### Metal layers overlaid

Two of the layers only.
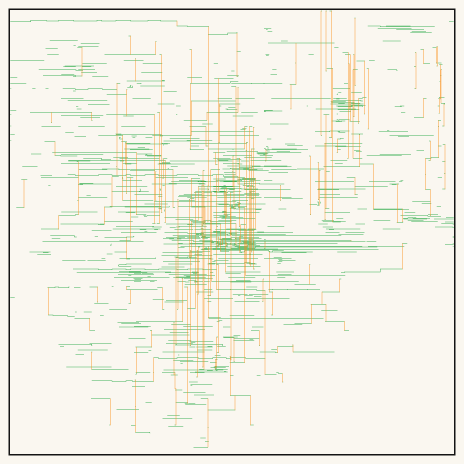
### M4 wires

Supply wires on this layer in grey.
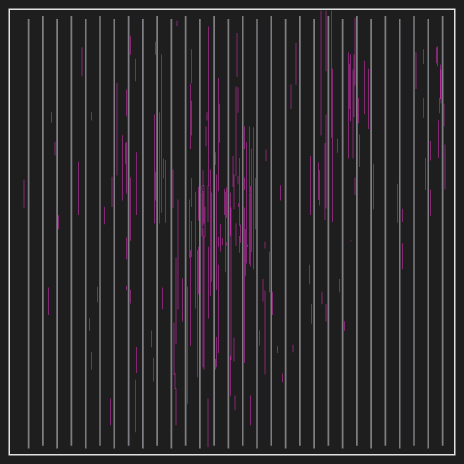
### The metal 1 layer

Supply wires on this layer in grey.
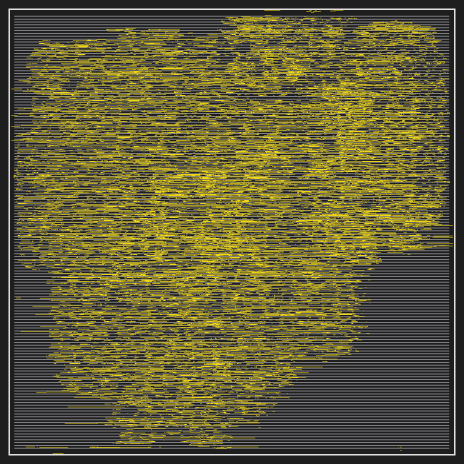
===== src/rtl/pea_core_if.sv =====
// Token bus between the polynomial evaluation core and its FIFOs / firing control.
// slave is the core side; master is the environment (FIFOs, enable logic).
interface pea_core_if #(
   parameter int WORD_SIZE = 16
);
   logic                   invoke;
   logic                   fc;
   logic [WORD_SIZE-1:0]   command_in;
   logic                   rd_in_command;
   logic [WORD_SIZE-1:0]   data_in;
   logic                   rd_in_data;
   logic                   wr_out_result;
   logic [2*WORD_SIZE-1:0] data_out_result;
   logic                   wr_out_status;
   logic [2*WORD_SIZE-1:0] data_out_status;

   modport slave (
      input  invoke, command_in, data_in,
      output fc, rd_in_command, rd_in_data,
             wr_out_result, data_out_result, wr_out_status, data_out_status
   );

   modport master (
      output invoke, command_in, data_in,
      input  fc, rd_in_command, rd_in_data,
             wr_out_result, data_out_result, wr_out_status, data_out_status
   );
endinterface


===== src/rtl/pea_core.sv =====
// Polynomial evaluation core: STP/EVP/RST commands over a parametrised coefficient store, Horner datapath.
// Optional signed-overflow detection (status code 5) under `PEA_OVERFLOW_DETECT_EN; all strobes registered.
module pea_core #(
   parameter int WORD_SIZE = 16,
   parameter int NUM_VEC   = 8,
   parameter int MAX_DEG   = 10
) (
   input logic       clk,
   input logic       rst,
   pea_core_if.slave bus
);
   localparam int DW = 2 * WORD_SIZE;
   localparam int KW = (MAX_DEG > 0) ? $clog2(MAX_DEG + 1) : 1;
   localparam int AW = (NUM_VEC > 1) ? $clog2(NUM_VEC) : 1;

   typedef enum logic [3:0] {
      S_IDLE, S_RD_CMD, S_CMD_CAP, S_DECODE, S_STP_RD, S_STP_CAP,
      S_EV_RD, S_EV_CAP, S_EV_CALC, S_EV_WR, S_STATUS, S_DONE
   } state_t;

   function automatic logic [DW-1:0] sext(input logic [WORD_SIZE-1:0] w);
      return {{WORD_SIZE{w[WORD_SIZE-1]}}, w};
   endfunction

   state_t               state_q, state_d;
   logic [WORD_SIZE-1:0] cmd_q, cmd_d;
   logic [15:0]          code_q, code_d;
   logic [4:0]           cnt_q, cnt_d;
   logic [KW-1:0]        idx_q, idx_d;
   logic [DW-1:0]        x_q, x_d, acc_q, acc_d;
   logic [DW-1:0]        res_q, res_d, stat_q, stat_d;
   logic [NUM_VEC-1:0]   vld_q, vld_d;
   logic                 rd_cmd_q, rd_cmd_d, rd_dat_q, rd_dat_d, rd_dly_q;
   logic                 wr_res_q, wr_res_d, wr_stat_q, wr_stat_d, fc_q, fc_d;
   logic                 coef_we, deg_we;

   logic [WORD_SIZE-1:0] coef_q [NUM_VEC][MAX_DEG+1];
   logic [KW-1:0]        deg_q  [NUM_VEC];

   logic [7:0]           opc;
   logic [2:0]           a_fld;
   logic [4:0]           b_fld;
   logic [AW-1:0]        a_idx;
   logic [KW-1:0]        b_k, deg_a;
   logic                 a_ok, b_ok;
   logic [DW-1:0]        prod, sum, coef_cur_x;

   assign opc        = cmd_q[15:8];
   assign a_fld      = cmd_q[7:5];
   assign b_fld      = cmd_q[4:0];
   assign a_idx      = a_fld[AW-1:0];
   assign b_k        = b_fld[KW-1:0];
   assign deg_a      = deg_q[a_idx];
   assign a_ok       = int'(a_fld) < NUM_VEC;
   assign b_ok       = int'(b_fld) <= MAX_DEG;
   assign coef_cur_x = sext(coef_q[a_idx][idx_q]);
   // Low half of the product is identical for signed/unsigned operands, giving the wrap.
   assign prod       = acc_q * x_q;
   assign sum        = prod + coef_cur_x;

`ifdef PEA_OVERFLOW_DETECT_EN
   logic               ovf_q, ovf_d, step_ovf;
   logic signed [2*DW-1:0] prod_full;
   assign prod_full = $signed(acc_q) * $signed(x_q);
   assign step_ovf  = (prod_full != {{DW{prod_full[DW-1]}}, prod_full[DW-1:0]})
                    || ((prod[DW-1] == coef_cur_x[DW-1]) && (sum[DW-1] != prod[DW-1]));
`endif

   always_comb begin
      state_d   = state_q;
      cmd_d     = cmd_q;
      code_d    = code_q;
      cnt_d     = cnt_q;
      idx_d     = idx_q;
      x_d       = x_q;
      acc_d     = acc_q;
      vld_d     = vld_q;
      res_d     = res_q;
      stat_d    = stat_q;
      rd_cmd_d  = 1'b0;
      rd_dat_d  = 1'b0;
      wr_res_d  = 1'b0;
      wr_stat_d = 1'b0;
      fc_d      = 1'b0;
      coef_we   = 1'b0;
      deg_we    = 1'b0;
`ifdef PEA_OVERFLOW_DETECT_EN
      ovf_d     = ovf_q;
`endif
      // STP tokens arrive one cycle behind their read strobe, highest degree first.
      if (rd_dly_q && (state_q == S_STP_RD || state_q == S_STP_CAP)) begin
         coef_we = 1'b1;
         idx_d   = idx_q - 1'b1;
      end

      case (state_q)
         S_IDLE: if (bus.invoke) begin
            state_d  = S_RD_CMD;
            rd_cmd_d = 1'b1;
         end
         S_RD_CMD:  state_d = S_CMD_CAP;
         S_CMD_CAP: begin
            cmd_d   = bus.command_in;
            state_d = S_DECODE;
         end
         S_DECODE: begin
            code_d  = 16'd0;
            state_d = S_STATUS;
`ifdef PEA_OVERFLOW_DETECT_EN
            ovf_d   = 1'b0;
`endif
            case (opc)
               8'h01: begin
                  if (!a_ok)      code_d = 16'd6;
                  else if (!b_ok) code_d = 16'd2;
                  else begin
                     cnt_d    = b_fld;
                     idx_d    = b_k;
                     rd_dat_d = 1'b1;
                     state_d  = S_STP_RD;
                  end
               end
               8'h02: begin
                  if (!a_ok)               code_d = 16'd6;
                  else if (!vld_q[a_idx])  code_d = 16'd3;
                  else if (b_fld == 5'd0)  code_d = 16'd4;
                  else begin
                     cnt_d    = b_fld;
                     rd_dat_d = 1'b1;
                     state_d  = S_EV_RD;
                  end
               end
               8'h03: begin
                  if (!a_ok) code_d = 16'd6;
                  else       vld_d[a_idx] = 1'b0;
               end
               default: code_d = 16'd1;
            endcase
         end
         S_STP_RD: begin
            if (cnt_q != 5'd0) begin
               rd_dat_d = 1'b1;
               cnt_d    = cnt_q - 5'd1;
            end else begin
               state_d = S_STP_CAP;
            end
         end
         S_STP_CAP: begin
            deg_we       = 1'b1;
            vld_d[a_idx] = 1'b1;
            state_d      = S_STATUS;
         end
         S_EV_RD: state_d = S_EV_CAP;
         S_EV_CAP: begin
            x_d   = sext(bus.data_in);
            acc_d = sext(coef_q[a_idx][deg_a]);
            idx_d = deg_a - 1'b1;
            cnt_d = cnt_q - 5'd1;
            if (deg_a == '0) begin
               res_d    = sext(coef_q[a_idx][deg_a]);
               wr_res_d = 1'b1;
               state_d  = S_EV_WR;
            end else begin
               state_d = S_EV_CALC;
            end
         end
         S_EV_CALC: begin
            acc_d = sum;
            idx_d = idx_q - 1'b1;
`ifdef PEA_OVERFLOW_DETECT_EN
            ovf_d = ovf_q | step_ovf;
`endif
            if (idx_q == '0) begin
               res_d    = sum;
               wr_res_d = 1'b1;
               state_d  = S_EV_WR;
            end
         end
         S_EV_WR: begin
            if (cnt_q != 5'd0) begin
               rd_dat_d = 1'b1;
               state_d  = S_EV_RD;
            end else begin
               state_d = S_STATUS;
`ifdef PEA_OVERFLOW_DETECT_EN
               if (ovf_q) code_d = 16'd5;
`endif
            end
         end
         S_STATUS: begin
            fc_d    = 1'b1;
            state_d = S_DONE;
         end
         S_DONE:  state_d = S_IDLE;
         default: state_d = S_IDLE;
      endcase

      if (state_d == S_STATUS && state_q != S_STATUS) begin
         wr_stat_d    = 1'b1;
         stat_d       = '0;
         stat_d[31:0] = {opc, 5'b0, a_fld, code_d};
      end
   end

   always_ff @(posedge clk) begin
      if (rst) begin
         state_q   <= S_IDLE;
         cmd_q     <= '0;
         code_q    <= '0;
         cnt_q     <= '0;
         idx_q     <= '0;
         x_q       <= '0;
         acc_q     <= '0;
         res_q     <= '0;
         stat_q    <= '0;
         vld_q     <= '0;
         rd_cmd_q  <= 1'b0;
         rd_dat_q  <= 1'b0;
         rd_dly_q  <= 1'b0;
         wr_res_q  <= 1'b0;
         wr_stat_q <= 1'b0;
         fc_q      <= 1'b0;
`ifdef PEA_OVERFLOW_DETECT_EN
         ovf_q     <= 1'b0;
`endif
      end else begin
         state_q   <= state_d;
         cmd_q     <= cmd_d;
         code_q    <= code_d;
         cnt_q     <= cnt_d;
         idx_q     <= idx_d;
         x_q       <= x_d;
         acc_q     <= acc_d;
         res_q     <= res_d;
         stat_q    <= stat_d;
         vld_q     <= vld_d;
         rd_cmd_q  <= rd_cmd_d;
         rd_dat_q  <= rd_dat_d;
         rd_dly_q  <= rd_dat_q;
         wr_res_q  <= wr_res_d;
         wr_stat_q <= wr_stat_d;
         fc_q      <= fc_d;
`ifdef PEA_OVERFLOW_DETECT_EN
         ovf_q     <= ovf_d;
`endif
      end
   end

   // Store contents of invalid vectors are don't-care, so no reset here.
   always_ff @(posedge clk) begin
      if (coef_we) coef_q[a_idx][idx_q] <= bus.data_in;
      if (deg_we)  deg_q[a_idx] <= b_k;
   end

   assign bus.rd_in_command   = rd_cmd_q;
   assign bus.rd_in_data      = rd_dat_q;
   assign bus.wr_out_result   = wr_res_q;
   assign bus.data_out_result = res_q;
   assign bus.wr_out_status   = wr_stat_q;
   assign bus.data_out_status = stat_q;
   assign bus.fc              = fc_q;
endmodule


===== src/flat_wrapper.sv =====
// flat-port wrapper written by rule: the top's interface ports become plain ports
module pea_core_flat 
#(
   parameter int WORD_SIZE = 16,
   parameter int NUM_VEC   = 8,
   parameter int MAX_DEG   = 10
)
  (clk, rst, bus_invoke, bus_command_in, bus_data_in, bus_fc, bus_rd_in_command, bus_rd_in_data, bus_wr_out_result, bus_data_out_result, bus_wr_out_status, bus_data_out_status);
  pea_core_if #(.WORD_SIZE(WORD_SIZE)) bus_i ();
  input logic clk;
  input logic rst;
  input wire logic [$bits(bus_i.invoke)-1:0] bus_invoke;
  input wire logic [$bits(bus_i.command_in)-1:0] bus_command_in;
  input wire logic [$bits(bus_i.data_in)-1:0] bus_data_in;
  output wire logic [$bits(bus_i.fc)-1:0] bus_fc;
  output wire logic [$bits(bus_i.rd_in_command)-1:0] bus_rd_in_command;
  output wire logic [$bits(bus_i.rd_in_data)-1:0] bus_rd_in_data;
  output wire logic [$bits(bus_i.wr_out_result)-1:0] bus_wr_out_result;
  output wire logic [$bits(bus_i.data_out_result)-1:0] bus_data_out_result;
  output wire logic [$bits(bus_i.wr_out_status)-1:0] bus_wr_out_status;
  output wire logic [$bits(bus_i.data_out_status)-1:0] bus_data_out_status;
  assign bus_i.invoke = bus_invoke;
  assign bus_i.command_in = bus_command_in;
  assign bus_i.data_in = bus_data_in;
  assign bus_fc = bus_i.fc;
  assign bus_rd_in_command = bus_i.rd_in_command;
  assign bus_rd_in_data = bus_i.rd_in_data;
  assign bus_wr_out_result = bus_i.wr_out_result;
  assign bus_data_out_result = bus_i.data_out_result;
  assign bus_wr_out_status = bus_i.wr_out_status;
  assign bus_data_out_status = bus_i.data_out_status;
  pea_core #(.WORD_SIZE(WORD_SIZE), .NUM_VEC(NUM_VEC), .MAX_DEG(MAX_DEG)) u_core (.clk(clk), .rst(rst), .bus(bus_i));
endmodule

===== config.mk =====
export PLATFORM = sky130hd
export DESIGN_NAME = pea_core_flat
export DESIGN_NICKNAME = d
export VERILOG_FILES = /design/src/rtl/pea_core_if.sv /design/src/rtl/pea_core.sv /design/src/flat_wrapper.sv
export SDC_FILE = /design/constraint.sdc
export NUM_CORES = 2
export LEC_CHECK = 0
export CAP_MARGIN = 20
export CORE_MARGIN = 4
export CORE_UTILIZATION = 45
export DETAILED_ROUTE_END_ITERATION = 6
export PLACE_DENSITY_LB_ADDON = 0.25
export SYNTH_ARGS = -nofsm -noshare
export SYNTH_HDL_FRONTEND = slang
export SYNTH_SLANG_ARGS = --single-unit

===== constraint.sdc =====
create_clock -name clk -period 11.05 [get_ports clk]
set_input_delay 2.21 -clock clk [delete_from_list [all_inputs] [get_ports clk]]
set_output_delay 2.21 -clock clk [all_outputs]
set_load 0.1 [all_outputs]

==> out/qor.json <==
{
  "max_cap_viol_count": 0,
  "number_of_drc_violations_after_detailed_routing_iteration_0": 4556,
  "post-layout-total-power_uw": 13130,
  "required_ps": 11740,
  "core_sq_um": 169800,
  "io_buffers": 98,
  "final_core_utilization_pct": 50.61,
  "min_period_ps": 8729,
  "grt_pass1_wl_um": 301900,
  "tns_ps": 0,
  "grt_remaining_overflow": 0,
  "post_cts.resized_instances": 0,
  "timing.hold.worst.class": "reg -> reg",
  "drt_pre_antenna_iters": 7,
  "die_area_sq_um": 178200,
  "outcome": "complete, but fails checks",
  "post_cts_setup_repair_buffer_count": 0,
  "unrepaired_setup_endpoints_after_global_routing": "false",
  "cts.path.max_buffers": 3,
  "numSynthFlops": 1609,
  "timing.critical_path.mode_cell": "sky130_fd_sc_hd__fa_1",
  "grt_pass1_vias": 44304,
  "cp_max_fo": 43,
  "crit_path_start_kind": "flop",
  "worst-endpoint-arrival_ps": 9420,
  "cell_type_with_the_largest_total_area_after_synthesis": "sky130_fd_sc_hd__edfxtp_1",
  "die-height_um": 422.1,
  "ys_cells": 5015,
  "slowest_stage": "sky130_fd_sc_hd__o32ai_1",
  "top_cell": "sky130_fd_sc_hd__edfxtp_1",
  "timing.final.max_slew_violations": 0,
  "cts-hold-fix-buffers": 0,
  "dpl_cell_area_sq_um": 80860,
  "timing.final.crit_share_pct": 79.00,
  "worst_skew_pair.late_latency_ps": 820,
  "fp-utilization_pct": 45.44,
  "synth-edff-count": 1440,
  "cts_buffers": 163,
  "timing_hold_violations_final": 0,
  "place_congestion": 0.9012,
  "place_hpwl_um": 129800,
  "crit_family": "adder cells",
  "slew-limit-headroom_pct": 10.05,
  "worstPathCellList": "buf_4 > buf_4 > mux4_2 > mux2i_1 > mux4_2 > and2_1 > o32ai_1 > ha_1 > fa_1 > fa_1 > fa_1 > inv_1 > fa_1 > inv_1 > ha_1 > nand3_1 > a211oi_1 > o21ai_0 > a211oi_1 > nand3_1 > and3_1 > a211oi_1",
  "layout-area-overhead-vs-synth_pct": 11.39,
  "timing.critical_path.buf_inv": 4,
  "antenna_violations_before_repair": 4,
  "power.leakage_uw": 0.02910,
  "clock_skew_ps": 43.66,
  "synthTopCellsByCount": "sky130_fd_sc_hd__edfxtp_1, sky130_fd_sc_hd__nand2_1, sky130_fd_sc_hd__inv_1",
  "boundaryPins": 104,
  "drtAntennaViolNets": 0,
  "drt-vias-per-instance": 5.813,
  "htree_levels": 4,
  "tritoncts": "built",
  "p_per_area_nw_per_um2": 152.8,
  "ys_seq_share_pct": 60.41,
  "cts.sinks": 1609,
  "drc": 2,
  "cts_root_buf": "sky130_fd_sc_hd__clkbuf_16",
  "timing.hold.worst.start": "u_core.bus.data_out_result[1]",
  "tool_warnings": 31,
  "cell_count_after_synthesis": 5015,
  "fin_nets": 5629,
  "synth.yosys.warnings": 0,
  "synth_top_area_share_pct": 56.03,
  "maxClockFrequency_mhz": 114.6,
  "maximum_ir_drop_on_the_vdd_rail_v": 0.0001388,
  "topCellsByArea": "sky130_fd_sc_hd__edfxtp_1, sky130_fd_sc_hd__mux4_2, sky130_fd_sc_hd__fa_1, sky130_fd_sc_hd__dfxtp_1, sky130_fd_sc_hd__nand2_1",
  "timing.critical_path.to_type": "flop",
  "grt.total_usage_pct": 22.82,
  "crit_type": "reg -> reg",
  "postSynth.topFlopCell": "sky130_fd_sc_hd__edfxtp_1",
  "synth-async-reset-ratio_pct": 0,
  "cpPeakStageDelay_ps": 980,
  "yosys.stat.chipArea_sq_um": 77180,
  "grt_max_degree": 90,
  "violated_checks": "DRC",
  "layout-drive-gt1-share_pct": 16.50
}
Back to the opening pictures, 'Metal layers overlaid':
legend:
  met3:
    colour: green
    wire_length: 14,900 um
  met4:
    colour: orange
    wire_length: 7,590 um
wire per inst: 27.06 um
final wirelength: 203,100 um
total vias in the final route: 43,619

Back to the opening pictures, 'M4 wires':
main direction: vertical
nets with wire on the layer: 102

Back to the opening pictures, 'The metal 1 layer':
share of all routed wire: 42%
longest straight run: 98.4 um
main direction: horizontal
nets with wire on the layer: 5,321
wire length on this layer: 85.4 mm
met1 GRT Util: 32.25%

[cells in the final DEF, fill, tap and decap left out, drive strengths merged, types with 73 or more instances in the layout]
cell           count
a211oi            87
a21oi            140
and2             176
buf              190
clkbuf           202
clkdlybuf4s50     81
clkinv            73
dfxtp            169
edfxtp          1440
fa               334
ha               104
inv              411
mux2i            156
mux4             377
nand2            488
nor2             262
o21ai             78
[cells by family (layout without fill, tap and decap cells)]
kind of cell,Yosys count,after routing,share of synthesized area (%)
AND-OR/OR-AND,454,454,3.838
XOR/XNOR,56,56,0.6534
adder cells (fa/ha/maj),438,438,10.35
buffers and inverters,706,971,3.941
flip-flops,1609,1609,60.41
multiplexers,585,585,13.86
other,1,7,0.004859
AND/OR/NAND/NOR,1166,1166,6.934
[power breakdown]
group	total (uW)	switching, uW	internal, uW
combinational	1150	756	394
clock	5300	2320	2980
sequential	6690	51.8	6630
[registers in the layout, summed over array words and instances, names as in the netlist, 5 cells and up, named ones only]
signal	cells
u_core.coef_q	1408
u_core.acc_q	32
u_core.bus.data_out_result	32
u_core.deg_q	32
u_core.bus.data_out_status	27
u_core.cmd_q	16
u_core.code_q	16
u_core.x_q	16
u_core.cnt_q	5
[final cells by class]
cell class / count / area (sq um)
clock inverters: 92 / 723.2
repair buffers: 272 / 2407
flip-flops and latches: 1609 / 46640
multi-input cells: 2704 / 27550
inverters: 406 / 1526
diodes: 2 / 5.005
fillers: 14032 / 83880
clock buffers: 201 / 4347
well taps: 2218 / 2775
[metal layers]
layer	wire length, um	track usage (%)	up-vias
li1	-	-	18652
met1	85360	32.25	22853
met2	95180	35.67	1721
met3	14920	4.340	391
met4	7593	8.096	2
met5	14	0	-
[metrics by stage]
step           setup slack (ps)  std cells  hold slack, ps
6_report                   2321       7504           458.2
5_1_grt                    1850       7502           474.7
4_1_cts                    2417       7500           458.3
3_5_place_dp               2479       7207           443.3
3_3_place_gp               2509       7206           441.4
2_1_floorplan              3898       5019           429.4
[tightest hold or removal path: stages, from the launching register on]
cell,delay [ps]
sky130_fd_sc_hd__dfxtp_1,310
sky130_fd_sc_hd__nand2_1,50
sky130_fd_sc_hd__a21oi_1,50
[final timing paths]
| path | end | slack, ps | cells after the start |
|---|---|---|---|
| hold / removal | u_core.bus.data_out_result[1] | 460 | 2 |
| setup / recovery | u_core.bus.data_out_result[30] | 2320 | 22 |
| hold reg to reg | u_core.bus.data_out_result[1] | 460 | 2 |
| setup reg to reg | u_core.bus.data_out_result[30] | 2320 | 22 |
